$ cat config.mk
export PLATFORM = sky130hd
export DESIGN_NAME = nes_cpu_bus_master
export DESIGN_NICKNAME = d
export VERILOG_FILES = /design/src/rtl/nes_cpu_bus_master.sv
export SDC_FILE = /design/constraint.sdc
export NUM_CORES = 1
export LEC_CHECK = 0
export ABC_AREA = 1
export CORE_MARGIN = 10
export CORE_UTILIZATION = 44
export DETAILED_ROUTE_END_ITERATION = 10
export PLACE_DENSITY = 0.9
export SETUP_SLACK_MARGIN = 0.15
export SKIP_LAST_GASP = 1
export SLEW_MARGIN = 10
export SYNTH_ARGS = -nofsm -noshare
export SYNTH_HDL_FRONTEND = slang
export SYNTH_SLANG_ARGS = --single-unit
$ cat constraint.sdc
create_clock -name clk -period 2.3 [get_ports clk]
set_input_delay 0.46 -clock clk [delete_from_list [all_inputs] [get_ports clk]]
set_output_delay 0.46 -clock clk [all_outputs]
set_load 0.005 [all_outputs]
$ cat src/rtl/nes_cpu_bus_master.sv
// nes_cpu_bus_master
//
// Console-side initiator for the cartridge CPU bus. It generates a
// free-running M2 with NES-like phase timing, plus /ROMSEL, R/W, A14..A0
// and D7..D0. Each accepted request becomes one read or write bus cycle,
// and the completed cycle reports back with a single response pulse. When
// no request is pending the bus still cycles as an idle dummy, so the M2
// counters inside the mapper keep advancing.
//
// Ports:
//   clk, rst       system clock; asynchronous active-high reset
//   req_valid      request present
//   req_ready      high only in the last M2-high clock; accept on valid&ready
//   req_addr       full 16-bit CPU address
//   req_rw         1 = read, 0 = write
//   req_wdata      write data
//   rsp_valid      one-clock pulse in the first LOW clock after a transfer
//   rsp_rw         rw of the completed transfer (holds until next response)
//   rsp_data       read byte, 0 for writes (holds until next response)
//   m2             CPU M2 to the cartridge
//   romsel         /ROMSEL, active low
//   cpu_rw         R/W to the cartridge
//   cpu_addr       A14..A0
//   cpu_data_out   value driven onto the data bus
//   cpu_data_oe    1 = master drives the data bus
//   cpu_data_in    value sampled from the data bus
module nes_cpu_bus_master #(
  parameter int M2_LOW_CYCLES  = 4,
  parameter int M2_HIGH_CYCLES = 4,
  parameter int ROMSEL_DELAY   = 1
) (
  input  logic        clk,
  input  logic        rst,
  input  logic        req_valid,
  output logic        req_ready,
  input  logic [15:0] req_addr,
  input  logic        req_rw,
  input  logic [7:0]  req_wdata,
  output logic        rsp_valid,
  output logic        rsp_rw,
  output logic [7:0]  rsp_data,
  output logic        m2,
  output logic        romsel,
  output logic        cpu_rw,
  output logic [14:0] cpu_addr,
  output logic [7:0]  cpu_data_out,
  output logic        cpu_data_oe,
  input  logic [7:0]  cpu_data_in
);

  localparam int MAX_CYCLES = (M2_LOW_CYCLES > M2_HIGH_CYCLES) ? M2_LOW_CYCLES : M2_HIGH_CYCLES;
  localparam int CW = $clog2(MAX_CYCLES);

  localparam logic [CW-1:0] LOW_LAST  = CW'(M2_LOW_CYCLES - 1);
  localparam logic [CW-1:0] HIGH_LAST = CW'(M2_HIGH_CYCLES - 1);
  localparam logic [CW-1:0] ROMSEL_IX = CW'(ROMSEL_DELAY);

  typedef enum logic {
    LOW  = 1'b0,
    HIGH = 1'b1
  } state_t;

  state_t        state, state_nxt;
  logic [CW-1:0] cnt, cnt_nxt;

  logic          last_high;
  logic          accept;

  // Attributes of the transfer occupying the current bus cycle.
  // cpu_rw doubles as the transfer direction: it is forced to 1 on idle cycles.
  logic          cur_xfer;
  logic          cur_a15;
  logic [7:0]    cur_wdata;

  // Phase sequencer: LOW for M2_LOW_CYCLES clocks, then HIGH for
  // M2_HIGH_CYCLES clocks, forever, regardless of request traffic.
  always_comb begin
    state_nxt = state;
    cnt_nxt   = cnt + CW'(1);
    case (state)
      LOW: begin
        if (cnt == LOW_LAST) begin
          state_nxt = HIGH;
          cnt_nxt   = '0;
        end
      end
      HIGH: begin
        if (cnt == HIGH_LAST) begin
          state_nxt = LOW;
          cnt_nxt   = '0;
        end
      end
      default: begin
        state_nxt = LOW;
        cnt_nxt   = '0;
      end
    endcase
  end

  always_ff @(posedge clk or posedge rst) begin
    if (rst) begin
      state <= LOW;
      cnt   <= '0;
    end else begin
      state <= state_nxt;
      cnt   <= cnt_nxt;
    end
  end

  // The posedge that ends the last HIGH clock is both the M2 falling edge
  // and the only point where a new request can be taken.
  assign last_high = (state == HIGH) && (cnt == HIGH_LAST);
  assign req_ready = last_high;
  assign accept    = req_valid && last_high;

  // Transfer latch and response generation. At the end of each bus cycle
  // the finished transfer (if any) is reported, the read byte is sampled,
  // and the next cycle is loaded with either the accepted request or an
  // idle dummy. An idle cycle leaves the address lines where they were.
  always_ff @(posedge clk or posedge rst) begin
    if (rst) begin
      cur_xfer  <= 1'b0;
      cur_a15   <= 1'b0;
      cur_wdata <= 8'h00;
      cpu_addr  <= 15'h0000;
      cpu_rw    <= 1'b1;
      rsp_valid <= 1'b0;
      rsp_rw    <= 1'b1;
      rsp_data  <= 8'h00;
    end else begin
      rsp_valid <= last_high && cur_xfer;
      if (last_high) begin
        if (cur_xfer) begin
          rsp_rw   <= cpu_rw;
          rsp_data <= cpu_rw ? cpu_data_in : 8'h00;
        end
        cur_xfer <= accept;
        if (accept) begin
          cpu_addr  <= req_addr[14:0];
          cur_a15   <= req_addr[15];
          cur_wdata <= req_wdata;
          cpu_rw    <= req_rw;
        end else begin
          cpu_rw    <= 1'b1;
        end
      end
    end
  end

  // Bus strobes are decoded straight from registered state, so they switch
  // cleanly on clock edges and /ROMSEL and the data drive release in the
  // same clock that M2 falls.
  assign m2           = (state == HIGH);
  assign romsel       = ~((state == HIGH) && cur_xfer && cur_a15 && (cnt >= ROMSEL_IX));
  assign cpu_data_oe  = (state == HIGH) && cur_xfer && !cpu_rw;
  assign cpu_data_out = cpu_data_oe ? cur_wdata : 8'h00;

endmodule

Fig. 1: run 1, cells colored by class
Scale: 3 px per micron.
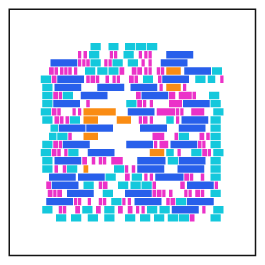
| class | color | cells | share of their area |
|---|---|---|---|
| other buffers and delay cells | cyan | 78 | 31% |
| clock drivers and dummy loads | orange | 8 | 4.8% |
| all other logic | magenta | 134 | 25% |
| flip-flops | blue | 39 | 40% |
final core utilization: 69.14%
Placement Rows: 22
Seq/total area: 38.66%
Final Cell Area: 0.002531 sq mm

Fig. 2: run 1, nets reached from selected ports
Scale: 6 px per micron.
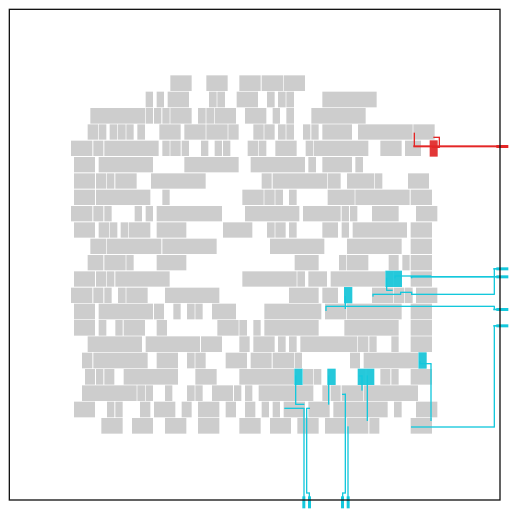
| port | color | direction | edge | end cells | buffers | wire |
|---|---|---|---|---|---|---|
| rst | red | input | right | 1 | 1 | 19.7 microns |
| cpu_data_in | cyan | input | 4 right, 4 bottom | 8 | 8 | 209 microns |
PortBufs: 73
# IOs: 74

==> impl_metrics.env, run 1 <==
# flow metrics
export IMPL_holdPathEnd="cnt[0]"
export IMPL_top_register="cpu_addr"
export IMPL_drive_above_1_share_pct=7.336
export IMPL_powerComb_mw=0.229
export IMPL_ys_chip_area_sq_mm=0.001667
export IMPL_yosys_area_top_type_share_pct=55.56
export IMPL_drv_cap=0
export IMPL_worstPathArrival_ns=1.58
export IMPL_clk_pin_slew_ns=0.07
export IMPL_dominant_cells="flip-flops and latches"
export IMPL_gp_congestion=0.7217
export IMPL_status="complete, no violations"
export IMPL_viasPerCell=4.528
export IMPL_gr_total_overflow=0
export IMPL_mux_area_share_pct=0
export IMPL_syn_area_sq_mm=0.001667
export IMPL_drtIter0Drc=54
export IMPL_vdd_ir_drop_max_mv=0.5463
export IMPL_cts_tree="built"
export IMPL_clock_root_buffer="clkbuf_8"
export IMPL_use_met2_pct=22.59
export IMPL_cpLargestDelayFamily="buffers and inverters"
export IMPL_ant_nets=0
export IMPL_initCoreUtil_pct=45.52
export IMPL_dpl_cell_area_sq_mm=0.002399
export IMPL_regArea_sq_um=978.4
export IMPL_numSynthFlops=39
export IMPL_syn_inst=183
export IMPL_clock_buffer_count=6
export IMPL_comb_area_sq_um=546.8
export IMPL_powerDensity_mw_per_mm2=623.3
export IMPL_crit_end="cpu_data_out[7]"
export IMPL_setup_ws_ns=0.2622
export IMPL_required_ns=1.84
export IMPL_wl_met2_mm=2.132
export IMPL_grt_total_usage_pct=12.78
export IMPL_yosys_area_share_adder_pct=2.252
export IMPL_die_h_microns=81.55
export IMPL_largest_reg_flops=15
export IMPL_grt_max_degree=40
export IMPL_clkCellAreaFrac_pct=4.647
export IMPL_top_layer="met4"
export IMPL_setup_viol=0
export IMPL_worst_r2r_path_depth=5
export IMPL_wirelength_mm=4.142
export IMPL_path_class="reg -> out"
export IMPL_edf_count=0
export IMPL_synth_top_cell_by_count="nand2_1"
export IMPL_vias=1390
export IMPL_crit_start="cur_xfer"
export IMPL_comb_cells=118
export IMPL_cts_setup_buffers=1
export IMPL_max_stage_delay_ns=0.53
export IMPL_yosysUniqueCellTypes=16
export IMPL_hp_start="cnt[0]"
export IMPL_crit_buf_inv=1
export IMPL_slew_violations=0
export IMPL_critPathSlowestCell="clkdlybuf4s50_1"
export IMPL_path_cells="nand3_4 > nor2_1 > clkdlybuf4s50_1"
export IMPL_top_area_cell="dfrtp_1"
export IMPL_ys_seq_share_pct=58.71
export IMPL_hold_buffers=0
export IMPL_dp_slack_ns=0.4059
export IMPL_grtUsageMet3_pct=4.803
export IMPL_switching_power_mw=0.3393
export IMPL_synthTopLogicFamily="simple AND/OR/NAND/NOR gates"
export IMPL_lay_top_count="clkdlybuf4s50_1"
export IMPL_worstPathMaxFanout=9
export IMPL_met1_usage_pct=13.98
export IMPL_fp_nets=222
export IMPL_busiest_layer="met2"
export IMPL_nets=297
export IMPL_post_route_min_period_ns=2.038
export IMPL_leakage_nw=1.256
export IMPL_combPwrFrac_pct=14.5
export IMPL_sh_comb_area_pct=21.60
export IMPL_antennaDiodeCount=0
export IMPL_ys_sh_simple_pct=26.88
export IMPL_dr_pass1_iters=4
Fig. 3: run 1, clock distribution
Scale: 3 px per micron.
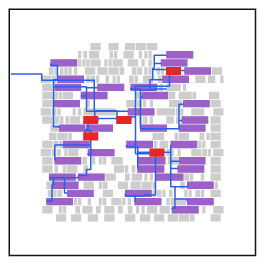
[clock wires] blue | length: 429 microns
[flip-flops] purple | count: 39
[cells driving clock nets] red | count: 5
routed clock nets: 6
Clock power frac: 36.6%
Power Clock: 0.577 mW
worst clock skew: 0.006335 ns
worst-skew pair later-pin latency: 0.28 ns

Fig. 4: run 1, placed standard cells
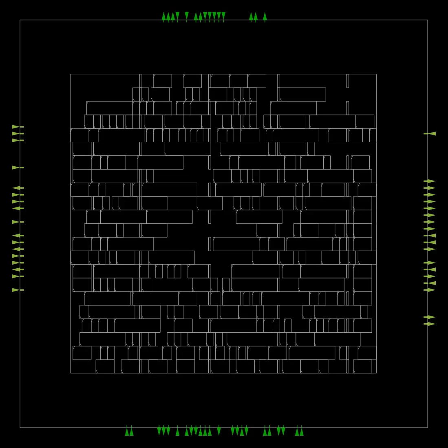
Flop Count: 39
post-route insts no fill: 307
num tapcells: 48
Layout fillers: 313

## Run 2: what changed since run 1
--- a/config.mk
+++ b/config.mk
@@ -11,7 +11,6 @@
 export DETAILED_ROUTE_END_ITERATION = 10
 export PLACE_DENSITY = 0.9
 export SETUP_SLACK_MARGIN = 0.15
-export SKIP_LAST_GASP = 1
 export SLEW_MARGIN = 10
 export SYNTH_ARGS = -nofsm -noshare
 export SYNTH_HDL_FRONTEND = slang
Fig. 5: run 2, nets reached from selected ports
Scale: 6 px per micron.
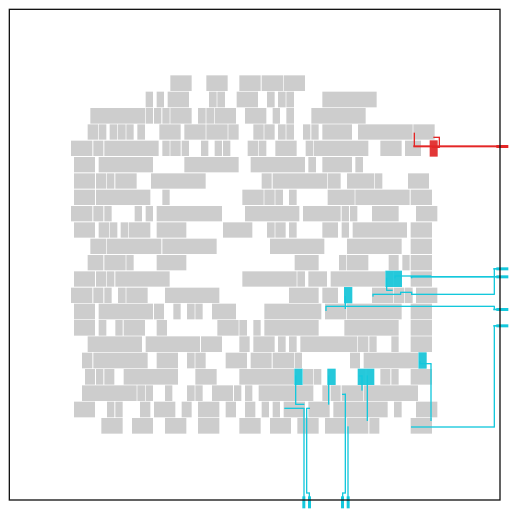

==> run 2 against run 1 <==
Wire length unchanged. Sequential share of layout area unchanged. Critical path depth unchanged. Worst setup slack unchanged. Combinational power barely moved. Core utilization unchanged. Total power is the same. First-iteration DRC count unchanged. Critical path type unchanged. Sequential cell count unchanged.
==> impl_metrics.env, run 2 <==
# flow metrics
export IMPL_status="complete, no violations"
export IMPL_vias=1390
export IMPL_viasPerCell=4.528
export IMPL_path_cells="nand3_4 > nor2_1 > clkdlybuf4s50_1"
export IMPL_leakage_nw=1.256
export IMPL_clock_buffer_count=6
export IMPL_wirelength_mm=4.142
export IMPL_switching_power_mw=0.3393
export IMPL_wl_met2_mm=2.132
export IMPL_required_ns=1.84
export IMPL_worstSkewPairLatency_ns=0.28
export IMPL_dp_slack_ns=0.4059
export IMPL_sh_comb_area_pct=21.60
export IMPL_post_route_min_period_ns=2.038
export IMPL_comb_cells=118
export IMPL_lay_top_count="clkdlybuf4s50_1"
export IMPL_drv_cap=0
export IMPL_drtIter0Drc=54
export IMPL_hp_start="cnt[0]"
export IMPL_use_met2_pct=22.59
export IMPL_busiest_layer="met2"
export IMPL_powerComb_mw=0.229
export IMPL_grt_total_usage_pct=12.78
export IMPL_worst_r2r_path_depth=5
export IMPL_yosys_area_share_adder_pct=2.252
export IMPL_cts_tree="built"
export IMPL_cpLargestDelayFamily="buffers and inverters"
export IMPL_clkPwrFrac_pct=36.6
export IMPL_edf_count=0
export IMPL_max_stage_delay_ns=0.53
export IMPL_slew_violations=0
export IMPL_crit_end="cpu_data_out[7]"
export IMPL_fin_cells=307
export IMPL_ys_sh_simple_pct=26.88
export IMPL_rows=22
export IMPL_drive_above_1_share_pct=7.336
export IMPL_fill_cells=313
export IMPL_ys_seq_share_pct=58.71
export IMPL_path_class="reg -> out"
export IMPL_crit_buf_inv=1
export IMPL_critPathSlowestCell="clkdlybuf4s50_1"
export IMPL_comb_area_sq_um=546.8
export IMPL_largest_reg_flops=15
export IMPL_cts_setup_buffers=1
export IMPL_top_layer="met4"
export IMPL_gp_congestion=0.7217
export IMPL_gr_total_overflow=0
export IMPL_synth_top_cell_by_count="nand2_1"
export IMPL_worstPathMaxFanout=9
export IMPL_top_area_cell="dfrtp_1"
export IMPL_vdd_ir_drop_max_mv=0.5463
export IMPL_fp_nets=222
export IMPL_dr_pass1_iters=4
export IMPL_combPwrFrac_pct=14.5
export IMPL_setup_ws_ns=0.2622
export IMPL_met1_usage_pct=13.98
export IMPL_nets=297
export IMPL_flop_count=39
export IMPL_mux_area_share_pct=0
export IMPL_antennaDiodeCount=0
export IMPL_ys_chip_area_sq_mm=0.001667
export IMPL_powerClk_mw=0.577
export IMPL_grtUsageMet3_pct=4.803
export IMPL_powerDensity_mw_per_mm2=623.3
export IMPL_worstPathArrival_ns=1.58
export IMPL_setup_viol=0
export IMPL_n_tap_cell=48
export IMPL_synthTopLogicFamily="simple AND/OR/NAND/NOR gates"
export IMPL_grt_max_degree=40
export IMPL_final_util_pct=69.14
export IMPL_holdPathEnd="cnt[0]"
export IMPL_crit_start="cur_xfer"
export IMPL_fin_skew_ns=0.006335
export IMPL_finalInstanceArea_sq_mm=0.002531
export IMPL_hold_buffers=0
Fig. 6: run 2, cells colored by class
Scale: 3 px per micron.
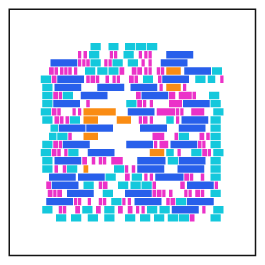
| class | color | cells | share of their area |
|---|---|---|---|
| flip-flops | blue | 39 | 40% |
| other buffers and delay cells | cyan | 78 | 31% |
| clock drivers and dummy loads | orange | 8 | 4.8% |
| all other logic | magenta | 134 | 25% |
core area: 0.003661 sq mm

## Run 3: what changed since run 2
--- a/config.mk
+++ b/config.mk
@@ -6,11 +6,13 @@
 export NUM_CORES = 1
 export LEC_CHECK = 0
 export ABC_AREA = 1
-export CORE_MARGIN = 10
+export CAP_MARGIN = 20
+export CORE_MARGIN = 3
 export CORE_UTILIZATION = 44
 export DETAILED_ROUTE_END_ITERATION = 10
 export PLACE_DENSITY = 0.9
 export SETUP_SLACK_MARGIN = 0.15
+export SKIP_CTS_REPAIR_TIMING = 1
 export SLEW_MARGIN = 10
 export SYNTH_ARGS = -nofsm -noshare
 export SYNTH_HDL_FRONTEND = slang
Fig. 7: run 3, cells colored by class
Scale: 4 px per micron.
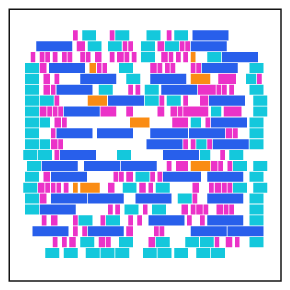
| class | color | cells | share of their area |
|---|---|---|---|
| other buffers and delay cells | cyan | 80 | 32% |
| all other logic | magenta | 134 | 25% |
| flip-flops | blue | 39 | 40% |
| clock drivers and dummy loads | orange | 8 | 3.3% |
core area: 0.003495 sq mm
Seq/total area: 38.98%
final core utilization: 71.82%

==> run 3 against run 2 <==
Sequential cell count is the same. Clock skew shrank 0.0030 ns. Die area fell by 31%. Via count grew 2.6%. Worst setup slack got worse by 0.031 ns. Wire length fell by 9.2%. Register-to-register slack worse by 0.02 ns.
==> impl_metrics.env, run 3 <==
# flow metrics
export IMPL_yosys_area_top_type_share_pct=55.56
export IMPL_io_pins=74
export IMPL_sh_comb_area_pct=21.88
export IMPL_fin_cells=307
export IMPL_synth_top_cell_by_count="nand2_1"
export IMPL_syn_area_sq_mm=0.001667
export IMPL_required_ns=1.84
export IMPL_die_area_sq_mm=0.004562
export IMPL_dr_pass1_iters=4
export IMPL_grt_max_degree=40
export IMPL_clkPwrFrac_pct=30.0
export IMPL_drv_cap=0
export IMPL_powerComb_mw=0.229
export IMPL_top_layer="met4"
export IMPL_leakage_nw=1.246
export IMPL_clkCellAreaFrac_pct=3.240
export IMPL_io_buffers=73
export IMPL_top_area_cell="dfrtp_1"
export IMPL_powerDensity_mw_per_mm2=570.5
export IMPL_vias=1426
export IMPL_slew_headroom_pct=68.23
export IMPL_crit_start="cpu_rw"
export IMPL_dp_slack_ns=0.3996
export IMPL_top_register="cpu_addr"
export IMPL_clock_buffer_count=7
export IMPL_fin_skew_ns=0.003317
export IMPL_ant_nets=0
export IMPL_grtUsageMet3_pct=4.160
export IMPL_worstSkewPairLatency_ns=0.28
export IMPL_syn_inst=183
export IMPL_fill_cells=270
export IMPL_gp_congestion=0.6998
export IMPL_combPwrFrac_pct=16.0
export IMPL_fp_nets=222
export IMPL_drtIter0Drc=95
export IMPL_clk_pin_slew_ns=0.07
export IMPL_numSynthFlops=39
export IMPL_initCoreUtil_pct=47.69
export IMPL_holdPathEnd="cnt[0]"
export IMPL_synthTopLogicFamily="simple AND/OR/NAND/NOR gates"
export IMPL_ys_chip_area_sq_mm=0.001667
export IMPL_comb_cells=118
export IMPL_nets=299
export IMPL_dominant_cells="flip-flops and latches"
export IMPL_vdd_ir_drop_max_mv=0.3639
export IMPL_grt_total_usage_pct=17.45
export IMPL_yosys_area_share_adder_pct=2.252
export IMPL_path_cells="inv_1 > nand3_4 > nor2_1 > clkdlybuf4s50_1"
export IMPL_flop_count=39
export IMPL_wirelength_mm=3.763
export IMPL_mux_area_share_pct=0
export IMPL_busiest_layer="met2"
export IMPL_max_stage_delay_ns=0.52
export IMPL_post_route_min_period_ns=2.069
export IMPL_comb_area_sq_um=549.3
export IMPL_seqPwrFrac_pct=54.0
export IMPL_cts_tree="built"
export IMPL_setup_ws_ns=0.2312
export IMPL_tns_ns=0
export IMPL_drive_above_1_share_pct=7.663
export IMPL_largest_reg_flops=15
export IMPL_n_tap_cell=46
export IMPL_yosysUniqueCellTypes=16
export IMPL_switching_share_pct=23.03
export IMPL_avgSynthCellArea_sq_um=9.107
export IMPL_path_class="reg -> out"
export IMPL_powerClk_mw=0.429
export IMPL_wl_met2_mm=1.980
export IMPL_clock_root_buffer="clkbuf_8"
export IMPL_cpLargestDelayFamily="buffers and inverters"
export IMPL_ys_seq_share_pct=58.71
export IMPL_worst_r2r_path_depth=5
export IMPL_syn_to_final_growth_pct=50.60
export IMPL_dpl_cell_area_sq_mm=0.002396
export IMPL_finalInstanceArea_sq_mm=0.002510
export IMPL_cts_htree_levels=2
export IMPL_met1_usage_pct=19.30
export IMPL_use_met2_pct=32.20
export IMPL_lay_top_count="clkdlybuf4s50_1"
export IMPL_status="complete, no violations"
export IMPL_rows=21
export IMPL_switching_power_mw=0.3297
export IMPL_edf_count=0
export IMPL_viasPerCell=4.645
export IMPL_critPathSlowestCell="clkdlybuf4s50_1"
export IMPL_hp_start="cnt[0]"
export IMPL_crit_buf_inv=2
export IMPL_worstPathMaxFanout=9
export IMPL_crit_cells=4
export IMPL_antennaDiodeCount=0
export IMPL_setup_viol=0
export IMPL_die_h_microns=67.55
export IMPL_worstPathArrival_ns=1.61
export IMPL_slew_violations=0
Fig. 8: run 3, where the registers sit
Scale: 4 px per micron.
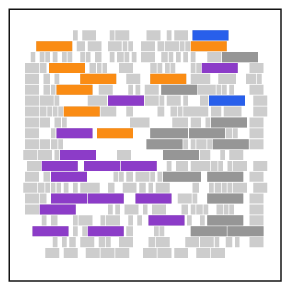
| name in the netlist | color | sequential cells |
|---|---|---|
| cpu_addr | purple | 15 |
| cur_wdata | orange | 8 |
| cnt | blue | 2 |
not colored: 14
Seq power: 0.773 mW
Seq. cell area: 978.4 sq um

Power and IR drop assume default switching activity.
